==> config.mk <==
export PLATFORM = sky130hd
export DESIGN_NAME = serial_add_controller
export DESIGN_NICKNAME = d
export VERILOG_FILES = /design/src/rtl/serial_add_pkg.sv /design/src/rtl/adder4_slice.sv /design/src/rtl/serial_add_controller.sv
export SDC_FILE = /design/constraint.sdc
export NUM_CORES = 1
export LEC_CHECK = 0
export CAP_MARGIN = 10
export CORE_MARGIN = 2
export CORE_UTILIZATION = 39
export DETAILED_ROUTE_END_ITERATION = 8
export REMOVE_ABC_BUFFERS = 1
export SLEW_MARGIN = 20
export SYNTH_ARGS = -nofsm -noshare
export SYNTH_HDL_FRONTEND = slang
export SYNTH_SLANG_ARGS = --single-unit
==> constraint.sdc <==
create_clock -name clk -period 4.74 [get_ports clk]
set_input_delay 1.422 -clock clk [delete_from_list [all_inputs] [get_ports clk]]
set_output_delay 1.422 -clock clk [all_outputs]
set_load 0.1 [all_outputs]
Run 1, PDN straps and rails:
Drawn at 4 px/um. Pins as bars on the die edge.
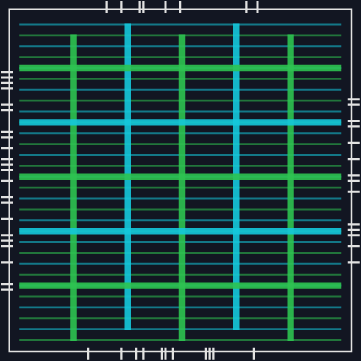
net	colour
VSS	green
VDD	cyan
met5 straps	5
met4 straps	5
Die Y: 85.2 um
worst vdd ir: 0.232 mV
core area: 6350 um^2
DIE WIDTH: 85.2 um

Run 1, placed cells, one colour a class:
Drawn at 3 px/um. Fill, decap, tap and diode cells in grey.
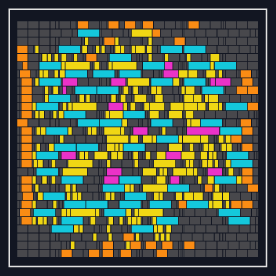
class	colour	cells	share of their area
all other logic	yellow	210	41%
clock drivers and dummy loads	magenta	16	6.4%
other buffers and delay cells	orange	57	17%
flip-flops	cyan	57	35%
Final Util: 0.524
row count: 29
flop share of the area: 0.343
design area: 3330 um^2

Run 1, clock network drawn from the DEF:
Drawn at 6 px/um.
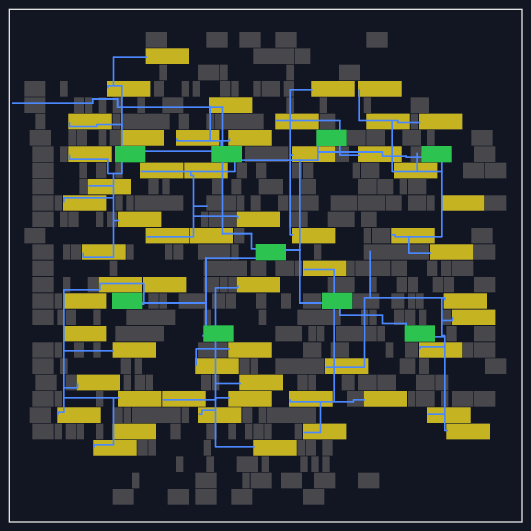
[cells driving clock nets] green | count: 9
[flip-flops] yellow | count: 57
[clock wires] blue | length: 746 um
routed clock nets	10
Clock Power: 465 uW
Latency at later pin: 330 ps

Run 1, metal layers overlaid:
Drawn at 4 px/um. Only two layers are drawn.
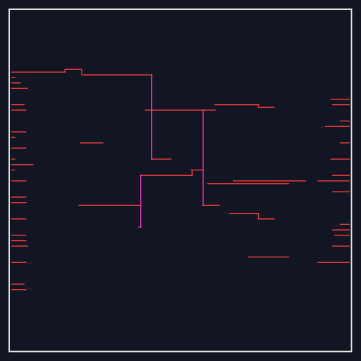
layer	colour	wire length
met3	red	301 um
met4	magenta	57.8 um
Avg WL per Cell: 12.7 um
Vias: 2065
Total Routing Usage GR: 0.160
Total Wirelength: 5.30 mm

==> notes.md, run 1 <==
run results: tool warning count=30, top post-synthesis cells by count=nand2_1, dfxtp_1, a21oi_1, Post-synth EDFFs=0, GRT busiest layer=met2, mean number of vias per cell=roughly 5, Post-CTS Setup Inserts=0, CTS buffer count=9, Final setup viols=0, TAP cells=77, Max FO, Critical Path=3, Clock buf/inv share=0.0620, Final min period=3280 ps, asr flop ratio synth=0, Worst-Margin Slew=968 ps, Startpoint Class=register, share of cells above drive strength 1=0.103, ANT nets after route=0, clock skew=7.68 ps, flip-flop and latch count=between 50 and 60, status=complete, no violations, largest cell class by area=combinational gates, critical path arrival=roughly 1900 ps
## run 1: metal layers
metal | share of wire | wire length [um]
met2 | 0.45 | 2400
met5 | 0 | 0
met3 | 0.057 | 300
met4 | 0.011 | 57
met1 | 0.48 | 2540
## run 1: logic make-up (layout without fill, tap and decap cells)
family                     Yosys count  count (layout)  synth area share
and+or+nand+nor                    110             110             0.205
AOI/OAI and AO/OA                   65              65             0.152
DFF                                 57              57             0.444
buffers and inverters               32              87            0.0608
adders and majority gates           11              11            0.0623
muxes                                8               8            0.0700
xor gates and xnor gates             2               2           0.00681
## run 1: where the power goes
| group | switching [mW] | internal (mW) |
|---|---|---|
| logic | 0.0870 | 0.0714 |
| registers | 0.0166 | 0.500 |
| clock network | 0.193 | 0.271 |
## run 1: placed cells by master (no fill, tap or decap), types with 2 or more instances in the layout
cell type,netlist,final
nand2_1,67,67
mux4_2,8,8
nand3_1,7,7
dfxtp_1,57,57
clkdlybuf4s50_1,0,53
a21oi_1,44,44
nand2b_1,3,3
nand3b_1,4,4
nor2b_1,2,2
o32ai_1,4,4
a32oi_1,8,8
clkbuf_8,0,11
buf_4,4,3
and2_1,2,2
ha_1,8,8
inv_1,14,14
fa_1,3,3
o21ai_0,5,5
nor2_1,15,15
## run 1: worst register-to-register path, delay by kind of cell (launching register included)
family	cells	cell delay [ps]
compound gates	1	330
fa+ha+maj	2	740
buf+inv	2	360
flops	1	720
mux	1	520
simple gates	3	360
## run 1: stage by stage
step | total power [mW] | utilization | area, um^2 | worst slack (ps)
after floorplan | 0.619 | - | 2470 | 1850
after global placement | 0.686 | 0.492 | 3120 | 1520
after detailed placement | 0.687 | 0.492 | 3120 | 1510
after CTS | 1.15 | 0.524 | 3330 | 1450
after global routing | 1.19 | 0.524 | 3330 | 1360
final | 1.14 | 0.524 | 3330 | 1460
--- run 2 (diff from run 1) ---
clock period = 3.2 ns   (was 4.74 ns; I/O delays follow)
Run 2, clock network drawn from the DEF:
Drawn at 6 px/um.
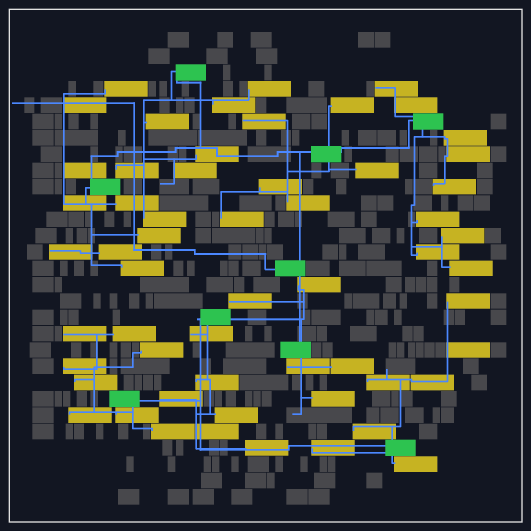
[clock wires] blue | length: 778 um
[flip-flops] yellow | count: 57
[cells driving clock nets] green | count: 9
routed clock nets	10
clock skew: 7.68 ps
Clk pwr share: 0.401
Clock Power: 674 uW

==> notes.md, run 2 <==
run results: switching part of the total=0.260, Final Util=0.520, top post-synthesis cells by count=nand2_1, dfxtp_1, a21oi_1, core area=around 6300 um^2, sequential power share=0.454, Final setup viols=0, Post-CTS Setup Inserts=0, Total Wirelength=between 5 and 6 mm, Avg WL per Cell=13.7 um, Top cell excl fill/tap=nand2_1, tool warning count=30, switching power=roughly 440 uW, Worst-Margin Slew=roughly 640 ps, Startpoint Class=register, most frequent cells in the layout=nand2_1, dfxtp_1, a21oi_1, mean number of vias per cell=slightly above 5, Die Y=approximately 85 um, ANT nets after route=0, Latency at later pin=about 350 ps, CTS buffer count=9, Comb power frac=0.145, design area=roughly 3300 um^2, Post-synth EDFFs=0, cell-internal power=around 1.2 mW, Max FO, Critical Path=7, status=complete, no violations, Vias=2145
Run 2, PDN straps and rails:
Drawn at 4 px/um. Pins as bars on the die edge.
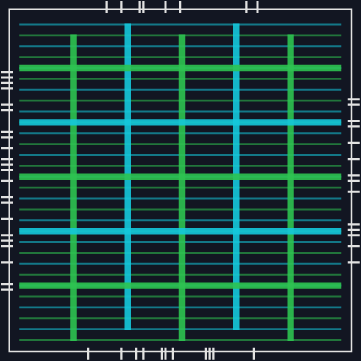
net	colour
VSS	green
VDD	cyan
met4 straps	5
signal pins	55
worst vdd ir: 0.282 mV

## run 2: cell types whose count changed in the layout (fill, tap and decap cells not counted)
cell	before	now
buf_4	3	25
clkdlybuf4s50_1	53	33
clkinv_2	1	2
or3b_2	1	0
clkinv_4	1	0
or3b_1	0	1
clkinvlp_4	1	0
buf_12	0	1
## run 2: cells by family (layout without fill, tap and decap cells)
group,count (synthesis),in the layout,synth area share
AOI/OAI and AO/OA,65,65,0.152
adders and majority gates,11,11,0.0623
muxes,8,8,0.0700
and+or+nand+nor,110,110,0.205
DFF,57,57,0.444
xor gates and xnor gates,2,2,0.00681
buffers and inverters,32,89,0.0608
## run 2: worst max-delay path: stages (launching register included)
cell	delay, ps
dfxtp_1	570
buf_4	230
mux4_2	520
fa_1	430
nand3_1	110
and2_1	200
fa_1	420
inv_1	130
nand3_1	90
a21oi_1	130
## run 2: through the flow
stage               power (mW)  setup slack (ps)  hold slack, ps
finish                    1.68               298             451
global route              1.75              75.2             475
CTS                       1.70               250             454
detailed placement        1.02               277             446
global placement          1.02               385             445
floorplan                0.917               314             427
## run 2: final cells by class
type                       count  area, um^2
timing repair buffer          60         543
tap                           77        96.3
sequential                    57        1140
clock buffer                  12         155
clock inverter                 3        40.0
inverter                      14        52.6
fill                         607        3050
multi-input combinational    196        1270
## run 2: metal layers
metal	vias up	wire length [um]
met5	-	0
met1	983	2650
li1	1084	-
met3	11	352
met2	67	2650
met4	0	89
## run 2: power groups by stage
| stage | clock network, mW | logic [mW] | registers (mW) |
|---|---|---|---|
| after floorplan | 0 | 0.116 | 0.801 |
| after global placement | 0 | 0.241 | 0.780 |
| after detailed placement | 0 | 0.245 | 0.780 |
| after CTS | 0.686 | 0.246 | 0.765 |
| after global routing | 0.715 | 0.271 | 0.768 |
| final | 0.674 | 0.244 | 0.764 |
Power figures rest on the tool's default switching activity, not on a simulated workload.
